==> config.mk <==
export PLATFORM = sky130hd
export DESIGN_NAME = gate_input_conditioner
export DESIGN_NICKNAME = d
export VERILOG_FILES = /design/src/rtl/gate_in_pkg.sv /design/src/rtl/gate_input_conditioner_debounce_ch.sv /design/src/rtl/gate_input_conditioner.sv
export SDC_FILE = /design/constraint.sdc
export NUM_CORES = 1
export LEC_CHECK = 0
export ABC_AREA = 1
export CORE_MARGIN = 2
export CORE_UTILIZATION = 45
export DETAILED_ROUTE_END_ITERATION = 16
export PLACE_DENSITY = 0.71
export SYNTH_ARGS = -nofsm -noshare
export SYNTH_HDL_FRONTEND = slang
export SYNTH_SLANG_ARGS = --single-unit
==> constraint.sdc <==
create_clock -name CLOCK_27 -period 1.87 [get_ports CLOCK_27]
set_input_delay 0.187 -clock CLOCK_27 [delete_from_list [all_inputs] [get_ports CLOCK_27]]
set_output_delay 0.187 -clock CLOCK_27 [all_outputs]
set_load 0.02 [all_outputs]
==> src/rtl/gate_in_pkg.sv <==
// Shared types and board constants for the gate input conditioner.
package gate_in_pkg;

    typedef enum logic {
        STABLE  = 1'b0,
        CONFIRM = 1'b1
    } ch_state_t;

    localparam int CLK_HZ              = 27000000;
    localparam int DEBOUNCE_CYCLES_DEF = CLK_HZ / 50;
    localparam int LONG_CYCLES_DEF     = CLK_HZ;

endpackage

==> src/rtl/gate_input_conditioner_debounce_ch.sv <==
// One debounce channel: two-flop synchroniser, STABLE/CONFIRM FSM with a
// persistence counter, registered clean level and rise/fall pulses.
module debounce_ch
    import gate_in_pkg::*;
#(
    parameter int   DEBOUNCE_CYCLES = DEBOUNCE_CYCLES_DEF,
    parameter int   CNT_W           = 20,
    parameter logic RESET_VAL       = 1'b0
) (
    input  logic clk,
    input  logic rst_n,
    input  logic raw,
    output logic clean,
    output logic rise,
    output logic fall
);

    localparam logic [CNT_W-1:0] LAST = CNT_W'(DEBOUNCE_CYCLES - 1);

    ch_state_t        state, next_state;
    logic             sync1, sync2;
    logic             differ, accept;
    logic [CNT_W-1:0] count, count_next;

    assign differ = (sync2 != clean);

    always_ff @(posedge clk or negedge rst_n) begin
        if (!rst_n) begin
            sync1 <= RESET_VAL;
            sync2 <= RESET_VAL;
        end else begin
            sync1 <= raw;
            sync2 <= sync1;
        end
    end

    always_ff @(posedge clk or negedge rst_n) begin
        if (!rst_n) begin
            state <= STABLE;
            count <= '0;
            clean <= RESET_VAL;
            rise  <= 1'b0;
            fall  <= 1'b0;
        end else begin
            state <= next_state;
            count <= count_next;
            clean <= clean ^ accept;
            rise  <= accept & ~clean;
            fall  <= accept & clean;
        end
    end

    always_comb begin
        next_state = state;
        case (state)
            STABLE:  if (differ) next_state = CONFIRM;
            CONFIRM: if (!differ || count == LAST) next_state = STABLE;
        endcase
    end

    // Any sample agreeing with the held value drops the count to zero, so a
    // bounce restarts the whole window rather than pausing it.
    always_comb begin
        count_next = '0;
        accept     = 1'b0;
        case (state)
            STABLE: begin
                if (differ) count_next = CNT_W'(1);
            end
            CONFIRM: begin
                if (differ) begin
                    if (count == LAST) accept = 1'b1;
                    else               count_next = count + 1'b1;
                end
            end
        endcase
    end

endmodule

==> src/rtl/gate_input_conditioner.sv <==
// Debounces the gate push button and slide switches for the controller FSM.
// Long-press pulse on key_long is built only when GATE_IN_LONG_PRESS_EN is defined.
module gate_input_conditioner
    import gate_in_pkg::*;
#(
    parameter int DEBOUNCE_CYCLES = DEBOUNCE_CYCLES_DEF,
    parameter int CNT_W           = 20,
    parameter int N_SW            = 2,
    parameter int LONG_CYCLES     = LONG_CYCLES_DEF,
    parameter int LONG_W          = 25
) (
    input  logic            CLOCK_27,
    input  logic            RST_N,
    input  logic            KEY_RAW_N,
    input  logic [N_SW-1:0] SW_RAW,
    output logic            key_clean_n,
    output logic            key_press,
    output logic            key_release,
    output logic [N_SW-1:0] sw_clean,
    output logic [N_SW-1:0] sw_change,
    output logic            key_long
);

    if (DEBOUNCE_CYCLES < 2 || DEBOUNCE_CYCLES > (1 << CNT_W) - 1) begin : g_bad_debounce
        $error("DEBOUNCE_CYCLES does not fit CNT_W");
    end
    if (LONG_CYCLES < 2 || LONG_CYCLES > (1 << LONG_W) - 1) begin : g_bad_long
        $error("LONG_CYCLES does not fit LONG_W");
    end

    logic [N_SW-1:0] sw_rise, sw_fall;

    // The button is active-low, so a falling clean level is a press.
    debounce_ch #(
        .DEBOUNCE_CYCLES (DEBOUNCE_CYCLES),
        .CNT_W           (CNT_W),
        .RESET_VAL       (1'b1)
    ) u_key (
        .clk   (CLOCK_27),
        .rst_n (RST_N),
        .raw   (KEY_RAW_N),
        .clean (key_clean_n),
        .rise  (key_release),
        .fall  (key_press)
    );

    for (genvar i = 0; i < N_SW; i++) begin : g_sw
        debounce_ch #(
            .DEBOUNCE_CYCLES (DEBOUNCE_CYCLES),
            .CNT_W           (CNT_W),
            .RESET_VAL       (1'b0)
        ) u_sw (
            .clk   (CLOCK_27),
            .rst_n (RST_N),
            .raw   (SW_RAW[i]),
            .clean (sw_clean[i]),
            .rise  (sw_rise[i]),
            .fall  (sw_fall[i])
        );
    end

    assign sw_change = sw_rise | sw_fall;

`ifdef GATE_IN_LONG_PRESS_EN
    localparam logic [LONG_W-1:0] LONG_LAST = LONG_W'(LONG_CYCLES - 1);
    localparam logic [LONG_W-1:0] LONG_MAX  = LONG_W'(LONG_CYCLES);

    logic [LONG_W-1:0] long_cnt;

    // The press cycle itself counts as the first held cycle, so key_long
    // lands LONG_CYCLES cycles after key_press; saturation blocks repeats.
    always_ff @(posedge CLOCK_27 or negedge RST_N) begin
        if (!RST_N) begin
            long_cnt <= '0;
            key_long <= 1'b0;
        end else begin
            key_long <= 1'b0;
            if (key_press) begin
                long_cnt <= LONG_W'(1);
            end else if (!key_clean_n) begin
                if (long_cnt != LONG_MAX) long_cnt <= long_cnt + 1'b1;
                if (long_cnt == LONG_LAST) key_long <= 1'b1;
            end else begin
                long_cnt <= '0;
            end
        end
    end
`else
    assign key_long = 1'b0;
`endif

endmodule

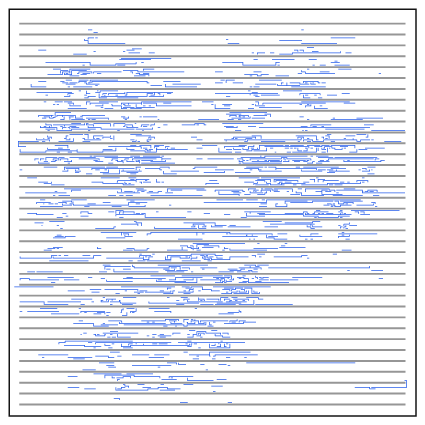
Fig. 1. M1 wires.
Drawn at 4 px/um. Supply wires on this layer in gray.
longest straight run: 27.6 um
nets with wire on the layer: 542
wire length on this layer: 3780 um
main direction: horizontal

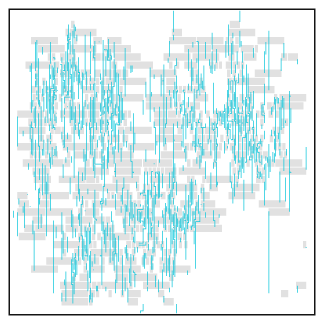
Fig. 2. The metal 2 layer.
Drawn at 3 px/um.
longest straight run: 40.1 um
wire length on this layer: 3720 um

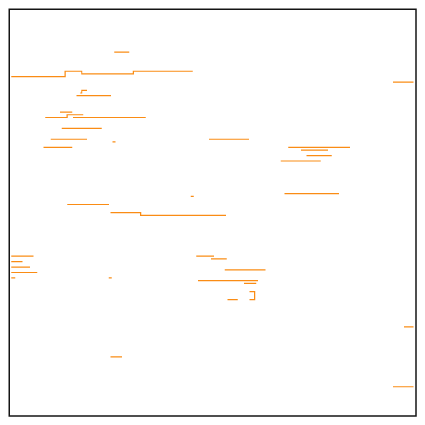
Fig. 3. Signal wires on met3.
Drawn at 4 px/um.
wire length on this layer: 293 um
share of all routed wire: 3.7%

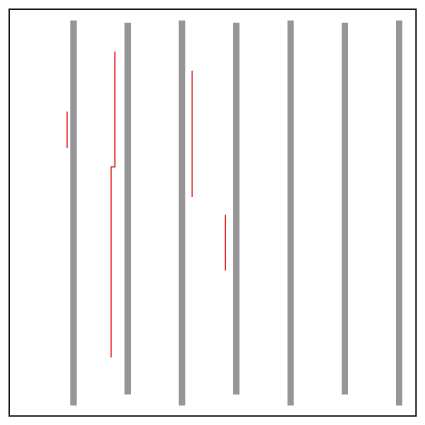
Fig. 4. Metal 4.
Drawn at 4 px/um. Supply wires on this layer in gray.
wire length on this layer: 131 um
main direction: vertical
share of all routed wire: 1.7%
nets with wire on the layer: 3
longest straight run: 47.5 um

==> datasheet_impl.txt <==
Physical implementation characteristics

Parameter                              Value

Outcome
  Status .................. complete, no violations

CTS
  Post-CTS repair timing setup buffer count .................. 0
  Clock Pin Slew Worst Setup and Hold Paths .................. roughly 90 ps

Synthesis
  Cell count in the Yosys report .................. ~550
  Number of warnings printed during yosys synthesis .................. 0
  Flops & latches, synth .................. 78
  Top cell area share .................. 0.440
  Complex-gate fraction of the synthesized area .................. 0.0244
  Leading cell types by total area after synthesis .................. sky130_fd_sc_hd__dfrtp_1 44%, sky130_fd_sc_hd__nand2_1 11%, sky130_fd_sc_hd__nor2_1 11%, sky130_fd_sc_hd__inv_1 6.4%, sky130_fd_sc_hd__nand3_1 4.0%

Place
  Placed Area .................. 4460 sq um

Setup path
  Crit path capture .................. sw_change[1]
  Reg2reg path depth .................. 7
  CP endpoint kind .................. output pin
  Max stage delay cell, worst path .................. sky130_fd_sc_hd__clkdlybuf4s50_1
  Worst path bufs/invs .................. 1
  Startpoint type of the worst setup path .................. flip-flop

Floorplanning
  Area of the chip .................. 10300 sq um
  Core area .................. 9200 sq um
  Die Y-Extent .................. ~100 um

Pwr
  Fraction of power consumed by the clock network .................. 0.389
  Proportion of power drawn by combinational gates .................. 0.056
  Total power .................. 3.13 mW
  Power drawn by the sequential cells .................. 1.74 mW

Run
  Max capacitance violation total .................. 0

Drt
  Post-DR wirelength/cell .................. 11.5 um

Hold path
  Hold Path Depth .................. 1

Timing
  Clock period minus worst slack .................. 1720 ps
  Post-layout period usage of the worst path .................. 0.919
  Setup WS post-layout .................. 151 ps

GRT
  Global routing met3 resource utilization .................. 0.0297

Layout
  Commonest non-fill, non-tap cell in the layout .................. sky130_fd_sc_hd__nand2_1
  Most used cells in the layout excluding fill and tap cells .................. 122 x sky130_fd_sc_hd__nand2_1, 120 x sky130_fd_sc_hd__nor2_1, 75 x sky130_fd_sc_hd__dfrtp_1
  Leading registers by flop count .................. g_sw.u_sw.count: 40 flops, u_key.count: 20 flops
  Layout multi-input combinational cell count .................. 396
  Fraction of area in registers .................. 0.420
Power figures rest on the tool's default switching activity, not on a simulated workload.
